Fig. 1: routing congestion map
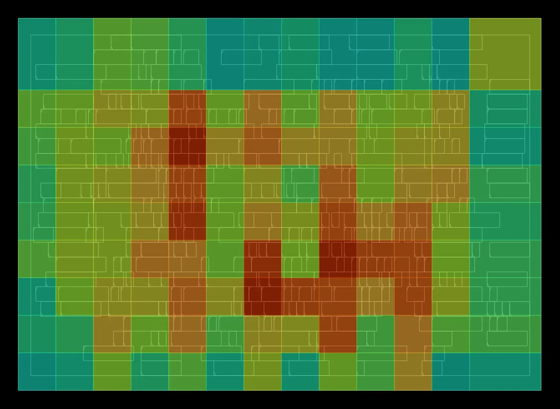
Fig. 2: placement density heat map
Scale bar: 20 um. 10 x 7 tiles, from dark blue (low) to red (high), 0 to 100% covered.
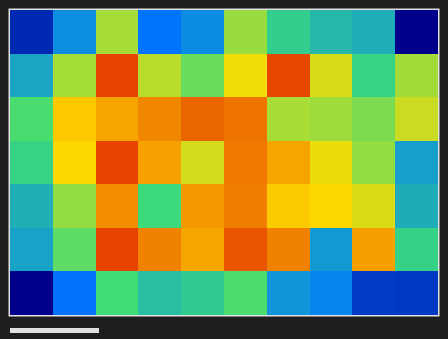
Fig. 3: cell classes on the final placement
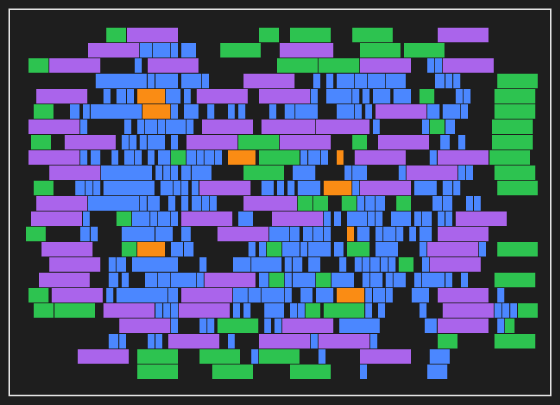
Fig. 4: cells by drive strength
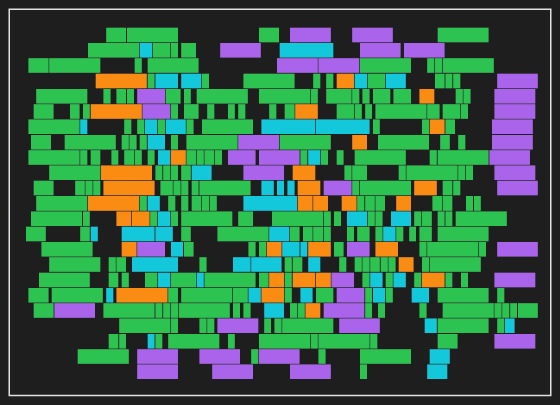
Fig. 5: routed metal per tile
Scale bar: 20 um. 19 x 14 tiles, from dark blue (low) to red (high), scaled to the fullest tile. Values are wire area over tile area, all layers added.
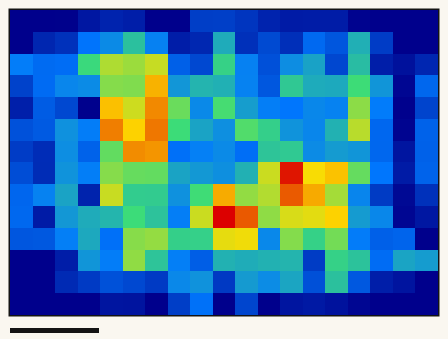
## config.mk

```make
export PLATFORM = sky130hd
export DESIGN_NAME = lab2_window_monitor
export DESIGN_NICKNAME = d
export VERILOG_FILES = /design/src/rtl/lab2_window_monitor.sv
export SDC_FILE = /design/constraint.sdc
export NUM_CORES = 1
export LEC_CHECK = 0
export ABC_AREA = 1
export CORE_ASPECT_RATIO = 0.7
export CORE_MARGIN = 2
export CORE_UTILIZATION = 45
export DETAILED_ROUTE_END_ITERATION = 6
export GPL_ROUTABILITY_DRIVEN = 0
export PLACE_DENSITY = 0.67
export SYNTH_ARGS = -nofsm -noshare
export SYNTH_HDL_FRONTEND = slang
export SYNTH_SLANG_ARGS = --single-unit
```

## constraint.sdc

```tcl
create_clock -name clk -period 1.4 [get_ports clk]
set_input_delay 0.21 -clock clk [delete_from_list [all_inputs] [get_ports clk]]
set_output_delay 0.21 -clock clk [all_outputs]
set_load 0.05 [all_outputs]
```

## src/rtl/lab2_window_monitor.sv

```systemverilog
// Per-window statistics for the Lab 2 stimulus stream: counts b toggles and
// measures the advance of c across each high interval of a, then pulses done.
//
// state  | meaning
// -------+--------------------------------------------------------------
// IDLE   | waiting for a to rise
// OPEN   | window open, counting b toggles
// REPORT | results valid, done high for this single cycle
module lab2_window_monitor #(
    parameter int CNT_W = 8,
    parameter int WIN_W = 8
) (
    input  logic             clk,
    input  logic             rst_n,
    input  logic             a,
    input  logic             b,
    input  logic [7:0]       c,
    output logic [1:0]       state,
    output logic             done,
    output logic [CNT_W-1:0] b_cnt,
    output logic [7:0]       c_delta,
    output logic [WIN_W-1:0] win_cnt,
    output logic             sat
);

    typedef enum logic [1:0] {
        IDLE   = 2'd0,
        OPEN   = 2'd1,
        REPORT = 2'd2
    } state_t;

    localparam logic [CNT_W-1:0] CNT_MAX = '1;

    state_t           st;
    logic             a_s, a_d, b_s, b_d;
    logic [7:0]       c_s;
    logic [7:0]       c_start;
    logic [CNT_W-1:0] run_cnt;

    logic             a_rise, a_fall, b_tog;
    logic             cnt_at_max;
    logic [CNT_W-1:0] close_cnt;

    assign a_rise     = a_s & ~a_d;
    assign a_fall     = ~a_s & a_d;
    assign b_tog      = b_s ^ b_d;
    assign cnt_at_max = (run_cnt == CNT_MAX);

    // Count as it stands at close, including a toggle landing on the a_fall cycle.
    assign close_cnt  = (b_tog && !cnt_at_max) ? run_cnt + CNT_W'(1) : run_cnt;

    assign state = st;

    always_ff @(posedge clk or negedge rst_n) begin
        if (!rst_n) begin
            a_s <= 1'b0;
            a_d <= 1'b0;
            b_s <= 1'b0;
            b_d <= 1'b0;
            c_s <= 8'd0;
        end else begin
            a_s <= a;
            a_d <= a_s;
            b_s <= b;
            b_d <= b_s;
            c_s <= c;
        end
    end

    always_ff @(posedge clk or negedge rst_n) begin
        if (!rst_n) begin
            st      <= IDLE;
            run_cnt <= '0;
            c_start <= 8'd0;
            done    <= 1'b0;
            b_cnt   <= '0;
            c_delta <= 8'd0;
            win_cnt <= '0;
            sat     <= 1'b0;
        end else begin
            done <= 1'b0;
            case (st)
                IDLE: begin
                    if (a_rise) begin
                        c_start <= c_s;
                        run_cnt <= '0;
                        st      <= OPEN;
                    end
                end
                OPEN: begin
                    if (b_tog && cnt_at_max) begin
                        sat <= 1'b1;
                    end
                    if (a_fall) begin
                        b_cnt   <= close_cnt;
                        c_delta <= c_s - c_start;
                        win_cnt <= win_cnt + WIN_W'(1);
                        done    <= 1'b1;
                        st      <= REPORT;
                    end else begin
                        run_cnt <= close_cnt;
                    end
                end
                REPORT: begin
                    // A one-sample gap in a reopens straight from here.
                    if (a_rise) begin
                        c_start <= c_s;
                        run_cnt <= '0;
                        st      <= OPEN;
                    end else begin
                        st <= IDLE;
                    end
                end
                default: st <= IDLE;
            endcase
        end
    end

endmodule

```

==> results_dict.tcl <==
# metrics dict for downstream scripts
set metrics [dict create \
    inv_count 43 \
    syn_to_final_growth_pct 46.9 \
    relSlewSlack_pct 80.3 \
    numCtsBuffers 5 \
    cp_slowest_cell "dfrtp_1" \
    wl_met2_um 2960 \
    sh_comb_area_pct 33.5 \
    clkTransAtPathRegs_ps 90 \
    xor_share_pct 2.63 \
    htreeDepth 2 \
    grt_max_degree 57 \
    clk_path_buf_depth 2 \
    dp_hpwl_um 3840 \
    finalMaxSlewViolations 0 \
    hold_depth 1 \
    rr_startpoint "c_s[0]" \
    max_slew.worst_pin.slew_ps 295 \
    io_buffers 39 \
    max_cap_viol_count 0 \
    final_common_cell "nand2_1" \
    grt-ovfl-total 0 \
    swShare_pct 40.2 \
    min_from "c[1]" \
    dieHeight_um 68.4 \
    preCtsSetupSlack_ps -122 \
    layout_setup_ws_ps -122 \
    critPathRequiredTime_ps 1610 \
    routed.top_layer "met4" \
    crit_chain "inv_2 > ha_4 > inv_2 > fa_2 > nand2_2 > a21oi_2 > nor2_2 > nand2_1 > nand2_1 > o21ai_1" \
    ys_seq_share_pct 52.6 \
    die_x_um 95.9 \
    critPathMaxStageDelay_ps 380 \
    status "complete, but fails checks" \
    critPathCapture "c_delta[4]" \
    clk_share_pct 2.30 \
    cp_max_fo 3 \
    seq_area_um2 1410 \
    flop_cell "dfrtp_1" \
    num-clock-buffers 8 \
    netlist_area_um2 2660 \
    rsz0062_at_grt "true" \
    finalSetupViolCount 7 \
    crit_start "c_s[0]" \
    die_area_um2 6560 \
    violations "negative setup slack" \
    yosysChipArea_um2 2660 \
    grt_pass1_vias 2095 \
    ys_warn_count 0 \
    intPower_mw 3.95 \
    syn_inst 312 \
    nMultiInputCombCells 208 \
    pwr-share-comb_pct 51.1 \
    ys_sh_adder_pct 4.98 \
    whs_ps 326 \
    async_flop_share_pct 100 \
    logic_area_um2 1310 \
    via_per_inst 4.98 \
    cp-end-kind "register" \
]
## Picture notes: Fig. 1
met2 GRT Util: 31.6%
M1 GR Usage: 21.9%
GR peak layer: met2

## Picture notes: Fig. 2
nearly empty tiles: 2.9%
emptiest ninth of the die: south-east
fullest tile: 93%
mean over tiles: 58%
tiles over 75% full: 33%
FP Core Util: 46.5%
core area: 5730 um^2

## Picture notes: Fig. 3
| colour | class | cells |
|---|---|---|
| orange | clock drivers and dummy loads | 8 |
| blue | combinational and other logic | 251 |
| purple | flops | 56 |
| green | other buffers and delay cells | 58 |
# rows: 23
post-layout util: 68.3%
register fraction of the total cell area: 35.9%
fin area: 3910 um^2

## Picture notes: Fig. 4
| colour | size | cells |
|---|---|---|
| orange | _3 and _4 cells | 32 |
| green | _0 and _1 cells | 252 |
| purple | _6 and larger | 39 |
| cyan | _2 cells | 50 |

## Picture notes: Fig. 5
tiles over half the peak: 20%
nearly empty tiles: 13%
mean over tiles: 0.14
fullest tile: 0.46
densest ninth of the die: centre
Total GRT Usage: 17.9%
drt wl/cell: 12.7 um
WL final: 5710 um

## power groups by stage
stage | registers, mW | logic, mW | clock network [mW]
after global placement | 2.35 | 3.01 | 0
after floorplan | 3.02 | 0.906 | 0
after detailed placement | 2.35 | 3.05 | 0
after global routing | 2.37 | 3.63 | 0.987
final | 2.33 | 3.38 | 0.904
after CTS | 2.33 | 3.13 | 0.922
## metrics by stage
step / cells / setup TNS (ps) / instance area (um^2)
3_3_place_gp: 436 / -77.3 / 3560
4_1_cts: 446 / -201 / 3690
2_1_floorplan: 312 / -25.5 / 2690
6_report: 448 / -350 / 3910
5_1_grt: 448 / -1370 / 3910
3_5_place_dp: 436 / -151 / 3560
Power figures rest on the tool's default switching activity, not on a simulated workload.
